[config.mk]
export PLATFORM = sky130hd
export DESIGN_NAME = seg_scan_decoder
export DESIGN_NICKNAME = d
export VERILOG_FILES = /design/src/rtl/seg_pkg.sv /design/src/rtl/seg_scan_decoder_settle_cnt.sv /design/src/rtl/seg_scan_decoder.sv
export SDC_FILE = /design/constraint.sdc
export NUM_CORES = 1
export LEC_CHECK = 0
export CORE_MARGIN = 1.5
export CORE_UTILIZATION = 56
export DETAILED_ROUTE_END_ITERATION = 6
export PLACE_DENSITY = 0.75
export SLEW_MARGIN = 10
export SYNTH_ARGS = -nofsm -noshare
export SYNTH_HDL_FRONTEND = slang
export SYNTH_SLANG_ARGS = --single-unit
[constraint.sdc]
create_clock -name clk -period 3.1 [get_ports clk]
set_input_delay 0.62 -clock clk [delete_from_list [all_inputs] [get_ports clk]]
set_output_delay 0.62 -clock clk [all_outputs]
set_load 0.1 [all_outputs]
[src/rtl/seg_pkg.sv]
// Shared seven-segment definitions: glyph table, blank pattern, decoder
// and scanner FSM encodings. The display driver imports this package too,
// so the encoder and the decoder read one table.
package seg_pkg;

  // Active-low segment patterns, bits [6:0] = g..a, indexed by hex value.
  localparam logic [6:0] SEG_GLYPH [16] = '{
    7'b1000000, 7'b1111001, 7'b0100100, 7'b0110000,
    7'b0011001, 7'b0010010, 7'b0000010, 7'b1111000,
    7'b0000000, 7'b0010000, 7'b0001000, 7'b0000011,
    7'b1000110, 7'b0100001, 7'b0000110, 7'b0001110
  };

  // All segments off. This is not a glyph, so it decodes as illegal.
  localparam logic [6:0] SEG_BLANK = 7'h7F;

  // Scanner FSM encodings.
  localparam logic [1:0] ST_IDLE    = 2'd0;
  localparam logic [1:0] ST_SETTLE  = 2'd1;
  localparam logic [1:0] ST_CAPTURE = 2'd2;
  localparam logic [1:0] ST_HOLD    = 2'd3;

  typedef struct packed {
    logic       legal;
    logic [3:0] nibble;
  } seg_dec_t;

  // Reverse lookup of a segment pattern. Unknown patterns return legal=0.
  function automatic seg_dec_t seg_decode(input logic [6:0] pat);
    seg_dec_t r;
    r.legal  = 1'b0;
    r.nibble = 4'h0;
    for (int i = 0; i < 16; i++) begin
      if (pat == SEG_GLYPH[i]) begin
        r.legal  = 1'b1;
        r.nibble = 4'(i);
      end
    end
    return r;
  endfunction

endpackage

[src/rtl/seg_scan_decoder_settle_cnt.sv]
// seg_settle_cnt: compares the registered scan bus against its value one
// cycle earlier and counts consecutive stable cycles while enabled.
// The counter saturates and never wraps.
module seg_settle_cnt
  import seg_pkg::*;
#(
  parameter int N_DIGITS      = 3,
  parameter int SETTLE_CYCLES = 1000
) (
  input  logic                clk,
  input  logic                rst,
  input  logic                en_i,
  input  logic [6:0]          seg_i,
  input  logic [N_DIGITS-1:0] an_i,
  output logic                stable_o,
  output logic                settled_o
);

  localparam int CNT_W = $clog2(SETTLE_CYCLES) + 1;
  localparam logic [CNT_W-1:0] CNT_LAST = CNT_W'(SETTLE_CYCLES - 1);
  localparam logic [CNT_W-1:0] CNT_MAX  = '1;

  logic [6:0]          seg_prev_q;
  logic [N_DIGITS-1:0] an_prev_q;
  logic [CNT_W-1:0]    cnt_q, cnt_d;

  // A simultaneous segment and anode change is a single instability.
  assign stable_o  = (seg_i == seg_prev_q) && (an_i == an_prev_q);
  assign settled_o = en_i && stable_o && (cnt_q == CNT_LAST);

  // Count stable cycles while enabled; any change or disable restarts at 0.
  always_comb begin
    cnt_d = cnt_q;
    if (!en_i || !stable_o) begin
      cnt_d = '0;
    end else if (cnt_q != CNT_MAX) begin
      cnt_d = cnt_q + 1'b1;
    end
  end

  // Previous-cycle copy of the bus and the stability counter.
  always_ff @(posedge clk or posedge rst) begin
    if (rst) begin
      seg_prev_q <= SEG_BLANK;
      an_prev_q  <= '1;
      cnt_q      <= '0;
    end else begin
      seg_prev_q <= seg_i;
      an_prev_q  <= an_i;
      cnt_q      <= cnt_d;
    end
  end

endmodule

[src/rtl/seg_scan_decoder.sv]
// seg_scan_decoder: reads the multiplexed seven-segment scan bus back,
// waits for each slot to settle, decodes the glyph into a per-digit nibble
// and reports captures, illegal glyphs and completed frames as pulses.
module seg_scan_decoder
  import seg_pkg::*;
#(
  parameter int N_DIGITS      = 3,
  parameter int SETTLE_CYCLES = 1000
) (
  input  logic                  clk,
  input  logic                  btnC,
  input  logic [6:0]            seg_in,
  input  logic [N_DIGITS-1:0]   an_in,
  output logic [4*N_DIGITS-1:0] digits,
  output logic [N_DIGITS-1:0]   digit_valid,
  output logic                  updated,
  output logic                  bad_pattern,
  output logic                  frame_done
);

  localparam int IDX_W = (N_DIGITS > 1) ? $clog2(N_DIGITS) : 1;

  logic [6:0]            seg_q;
  logic [N_DIGITS-1:0]   an_q;
  logic [1:0]            state_q, state_d;
  logic [4*N_DIGITS-1:0] digits_q, digits_d;
  logic [N_DIGITS-1:0]   valid_q, valid_d;
  logic [N_DIGITS-1:0]   seen_q, seen_d, seen_nxt;
  logic                  upd_q, upd_d, bad_q, bad_d, frm_q, frm_d;
  logic                  stable, settled, slot_legal, capture;
  logic [IDX_W-1:0]      idx;
  seg_dec_t              dec;

  seg_settle_cnt #(
    .N_DIGITS      (N_DIGITS),
    .SETTLE_CYCLES (SETTLE_CYCLES)
  ) u_settle (
    .clk       (clk),
    .rst       (btnC),
    .en_i      (state_q == ST_SETTLE),
    .seg_i     (seg_q),
    .an_i      (an_q),
    .stable_o  (stable),
    .settled_o (settled)
  );

  // Slot is legal with exactly one anode low; idx is that anode's position.
  always_comb begin
    slot_legal = ($countones(~an_q) == 1);
    idx        = '0;
    for (int i = 0; i < N_DIGITS; i++) begin
      if (!an_q[i]) idx = IDX_W'(i);
    end
  end

  assign dec     = seg_decode(seg_q);
  assign capture = (state_q == ST_SETTLE) && settled && slot_legal;

  // Scanner FSM plus the capture write into the digit, valid and seen state.
  always_comb begin
    state_d  = state_q;
    digits_d = digits_q;
    valid_d  = valid_q;
    seen_d   = seen_q;
    seen_nxt = seen_q;
    upd_d    = 1'b0;
    bad_d    = 1'b0;
    frm_d    = 1'b0;
    case (state_q)
      ST_IDLE:    if (slot_legal) state_d = ST_SETTLE;
      ST_SETTLE: begin
        if (!stable && !slot_legal) state_d = ST_IDLE;
        else if (capture)           state_d = ST_CAPTURE;
      end
      // A change landing in the capture cycle must not be lost, so it is
      // handled exactly like a change seen while holding.
      ST_CAPTURE: begin
        if (!stable) state_d = slot_legal ? ST_SETTLE : ST_IDLE;
        else         state_d = ST_HOLD;
      end
      ST_HOLD:    if (!stable) state_d = slot_legal ? ST_SETTLE : ST_IDLE;
      default:    state_d = ST_IDLE;
    endcase
    // Outputs are written on the edge entering CAPTURE so the pulses are
    // visible during the CAPTURE cycle itself.
    if (capture) begin
      upd_d         = 1'b1;
      seen_nxt[idx] = 1'b1;
      if (dec.legal) begin
        digits_d[4*idx +: 4] = dec.nibble;
        valid_d[idx]         = 1'b1;
      end else begin
        valid_d[idx] = 1'b0;
        bad_d        = 1'b1;
      end
      if (&seen_nxt) begin
        frm_d  = 1'b1;
        seen_d = '0;
      end else begin
        seen_d = seen_nxt;
      end
    end
  end

  // Input registers, FSM state and registered outputs.
  always_ff @(posedge clk or posedge btnC) begin
    if (btnC) begin
      seg_q    <= SEG_BLANK;
      an_q     <= '1;
      state_q  <= ST_IDLE;
      digits_q <= '0;
      valid_q  <= '0;
      seen_q   <= '0;
      upd_q    <= 1'b0;
      bad_q    <= 1'b0;
      frm_q    <= 1'b0;
    end else begin
      seg_q    <= seg_in;
      an_q     <= an_in;
      state_q  <= state_d;
      digits_q <= digits_d;
      valid_q  <= valid_d;
      seen_q   <= seen_d;
      upd_q    <= upd_d;
      bad_q    <= bad_d;
      frm_q    <= frm_d;
    end
  end

  assign digits      = digits_q;
  assign digit_valid = valid_q;
  assign updated     = upd_q;
  assign bad_pattern = bad_q;
  assign frame_done  = frm_q;

endmodule

met2.png
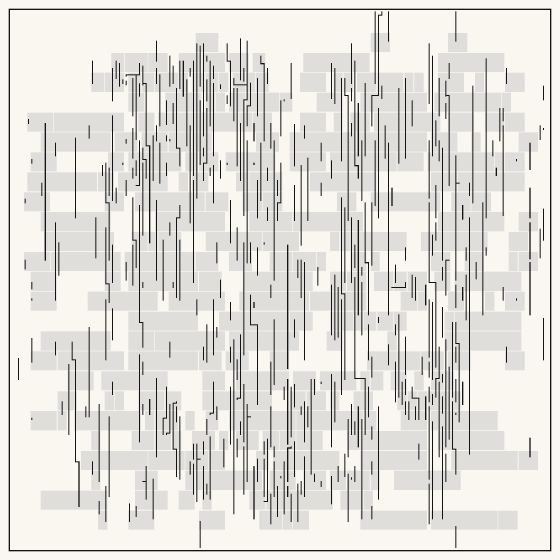
longest straight run	32.3 um
share of all routed wire	46%
main direction	vertical
Total Routed Length: 4.81 mm
met2 Usage GRT: 0.301
total via count in the routed design: 1897

met3.png
Scale bar: 20 um.
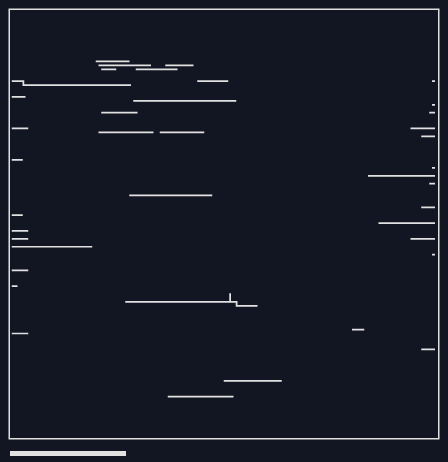
share of all routed wire	4.7%
nets with wire on the layer	34
longest straight run	19.1 um
main direction	horizontal
wire length on this layer	224 um
global routing met3 resource utilization: 0.0508

==> notes.md <==
Implementation run completed; key figures follow.

Critical path:
- The run gives the arrival time reported for the critical path endpoint as 2.99 ns.
- The run puts the delay of the slowest cell on the worst path at 0.63 ns.
- The worst setup path is launched from a flip-flop.
- The critical path is of the flip-flop to flip-flop type.
- STA classifies the critical path endpoint as a flip-flop.
- The run gives the worst path required time as 3.32 ns.

Layout:
- The run puts the number of diodes added for antenna fixing at 0.
- The run puts the summed area of non-filler cells in the final layout at 0.00315 mm^2.
- The run puts the net total in the final layout at 287.
- Relative to the synthesized area, the layout overhead comes to 12.0%.
- The run gives the utilization after layout as 0.657.
- The run puts the combinational gate area at 0.00125 mm^2.

Route:
- The run puts the number of routed nets with antenna violations at 0.
- The run puts the number of detailed-routing iterations run before antenna repair at 4.
- The DRC violation total left in the routed layout is recorded as 0.
- Per the detail_route report, routed wire per instance is 14.1 um.
- The highest metal layer carrying signal wires in the routed design is met4.
- The run puts the met3 routed wirelength at 224 um.
- The run puts the length of routed wiring on met1 at 2.33 mm.
- The detailed router reports a met2 wire length of 2.23 mm.
- The run puts the detailed router's first-iteration violation count at 110.

Place:
- The run puts the placed instance area at 0.00304 mm^2.
- The run gives the routability-driven placement congestion ratio as 0.892.
- The run gives the number of I/O port buffers as 29.

Timing:
- The run puts the worst-margin pin slew at 0.640 ns.
- The run puts the final tally of max-slew violations at 0.
- The run gives the number of setup violations in the final report as 0.
- Setup repair after global routing left no endpoint under its margin.
- The max-slew check reports its worst relative slack as 0.573.
- The clock period could shrink to 2.77 ns.
- The run puts the number of hold violations in the final report at 0.
- The run puts the final setup skew at 0.00670 ns.
- The run gives the highest clock rate as 0.360 GHz.
- The run puts the final critical-path share of the clock period at 0.895.
- The run gives the final sum of negative setup slack as 0 ns.
- The run puts the worst hold-check slack at 0.396 ns.

Logic synthesis:
- Synthesis produced 250 cells.
- Yosys reports the multiplexer fraction of the synthesized area as 0.0432.
- The run gives the area of the synthesized netlist per yosys stat as 0.00281 mm^2.
- The run gives the top-area cell type share of the netlist area as 0.303.
- The run puts the proportion of register bits with asynchronous set or reset after synthesis at 1.00.
- Per the synthesis report, the XOR/XNOR share of the synthesized area is 0.0624.
- The run gives the main logic family after synthesis as simple AND/OR/NAND/NOR gates.
- The run puts the synthesized-area fraction occupied by and/or/nand/nor cells at 0.182.
- The synthesis report lists the Yosys warning total as 0.
- The run gives the most used flip-flop cell after synthesis as sky130_fd_sc_hd__dfrtp_1.
- Per Yosys stat, the portion of area used by sequential elements is 0.490.
- Sorting the synthesized cells by how often they occur yields sky130_fd_sc_hd__dfrtp_1 (34), sky130_fd_sc_hd__dfstp_2 (20), sky130_fd_sc_hd__nor2_1 (20).
- The run gives the most numerous cell in the Yosys netlist as sky130_fd_sc_hd__dfrtp_1.
- The run gives the flop and latch count out of synthesis as 54.
- The run gives the post-synth tally of flip-flops with integrated enable as 0.
- The run puts the tally of unique sky130hd cells used after synthesis at 56.
- Of the total synthesized cell area, the portion taken by AND-OR and OR-AND cells is 0.147.
- Ranked by total cell area, the synthesized netlist is headed by sky130_fd_sc_hd__dfrtp_1 (30%), sky130_fd_sc_hd__dfstp_2 (19%), sky130_fd_sc_hd__xor2_1 (5.6%), sky130_fd_sc_hd__mux2i_1 (3.9%), sky130_fd_sc_hd__a311oi_4 (2.8%).
- The run gives the net count after synthesis as 264.

Pwr:
- The run puts the leakage component of the power at 1.32 nW.
- IR analysis of the VDD net gives a maximum drop of 0.316 mV.

Clocking:
- The number of clock buffers added by TritonCTS is 5.
- For reference, the clock transition at the flip-flops on the worst setup and hold paths is 0.09 ns.
- Clock tree synthesis found a total of 54 sinks.
- TritonCTS built the clock tree.
- The run gives the hold buffer count at cts as 0.
- The run puts the level count of the clock H-tree at 2.
- The run puts the insertion delay of the later-clocked pin in the worst-skew pair at 0.30 ns.
- The run puts the count of instances resized after the clock tree is built at 0.
- No sink is reached through more buffers than the 2 on the longest clock path.

Floorplanning:
- The run gives the vertical die size as 73.8 um.
- The run puts the core footprint at 0.00479 mm^2.
- The initial utilization of the core area, before any placement, comes to 0.587.
- The floorplan step defined a die boundary enclosing 0.00545 mm^2.
- The run puts the number of top-level design ports at 30.
- The run gives the horizontal die size as 73.8 um.
- The run puts the number of placement rows at 25.

Global routing:
- The run puts the maximum number of pins on one net before global-route repair at 55.
- The number of global-route vias before repair was 1761.
- The run gives the aggregate global routing overflow as 0.
- Overall routing resource usage recorded by global route was 0.201.

Flow run:
- Warnings raised by the tools during the run amount to 26.
- The run gives the number of max-capacitance violations reported as 0.

Outcome:
- The flow ran to the end, and the final reports show no timing, DRC or antenna violations.

Worst hold path:
- The worst hold path belongs to the class flip-flop to flip-flop.
[power by group]
group	total [mW]	internal (mW)	switching (mW)
sequential	0.761	0.730	0.0305
combinational	0.0939	0.0408	0.0531
clock	0.453	0.242	0.212
total	1.31	1.01	0.295
[critical path, delay by kind of cell (launching register included)]
| kind | cells | cell delay [ns] |
|---|---|---|
| and+or+nand+nor | 3 | 0.91 |
| DFF | 1 | 0.63 |
| adders and majority gates | 1 | 0.45 |
| AOI/OAI and AO/OA | 1 | 0.45 |
| muxes | 1 | 0.25 |
[worst paths after layout]
path	to	slack (ns)	depth (start not counted)	from
setup / recovery	digits[1]$_DFFE_PP0P_	0.33	6	an_q[1]$_DFF_PP1_
hold / removal	u_settle.an_prev_q[0]$_DFF_PP1_	0.40	0	an_q[0]$_DFF_PP1_
setup reg to reg	digits[1]$_DFFE_PP0P_	0.33	6	an_q[1]$_DFF_PP1_
hold reg to reg	u_settle.an_prev_q[0]$_DFF_PP1_	0.40	0	an_q[0]$_DFF_PP1_
max in group asynchronous	digits[0]$_DFFE_PP0P_	1.88	3	btnC
min in group asynchronous	u_settle.cnt_q[8]$_DFFE_PP0P_	0.80	3	btnC
[per-stage QoR]
stage | instances | setup WS [ns]
finish | 341 | 0.326
global route | 341 | 0.164
CTS | 341 | 0.339
detailed placement | 333 | 0.378
global placement | 333 | 0.500
floorplan | 250 | 0.681
[layout make-up]
cell class                 instances  area share
sequential                        54       0.438
inverter                          18      0.0215
tap                               67      0.0267
clock buffer                       7      0.0243
timing repair buffer              31      0.0827
clock inverter                     1     0.00955
multi-input combinational        163       0.398
[sequential cells by signal, indices dropped and copies added, names as in the netlist, named ones only]
signal,flops
an_q,3
state_q,2
seg_q,7
u_settle.cnt_q,11
updated,1
seen_q,3
u_settle.an_prev_q,3
digits,12
u_settle.seg_prev_q,7
frame_done,1
bad_pattern,1
[cells in the final DEF, fill, tap and decap left out, types with 5 or more instances in the layout]
master,instances
sky130_fd_sc_hd__nand2_1,11
sky130_fd_sc_hd__xor2_1,18
sky130_fd_sc_hd__inv_1,15
sky130_fd_sc_hd__nand3_1,8
sky130_fd_sc_hd__nand4_1,6
sky130_fd_sc_hd__o21ai_0,5
sky130_fd_sc_hd__a211oi_1,5
sky130_fd_sc_hd__dfrtp_1,34
sky130_fd_sc_hd__clkbuf_8,5
sky130_fd_sc_hd__dfstp_2,20
sky130_fd_sc_hd__mux2i_1,11
sky130_fd_sc_hd__clkdlybuf4s50_1,11
sky130_fd_sc_hd__buf_4,20
sky130_fd_sc_hd__nor2_1,20
[kinds of logic (layout without fill, tap and decap cells)]
group | count (synthesis) | in the layout
compound gates | 46 | 46
xor+xnor | 20 | 20
fa+ha+maj | 2 | 2
buf+inv | 33 | 57
flops | 54 | 54
mux | 12 | 12
simple gates | 83 | 83
[layer usage]
metal,vias up,track usage
met1,905,0.288
li1,935,-
met2,55,0.301
met3,2,0.0508
met4,0,0.0597
met5,-,0
Power figures rest on the tool's default switching activity, not on a simulated workload.
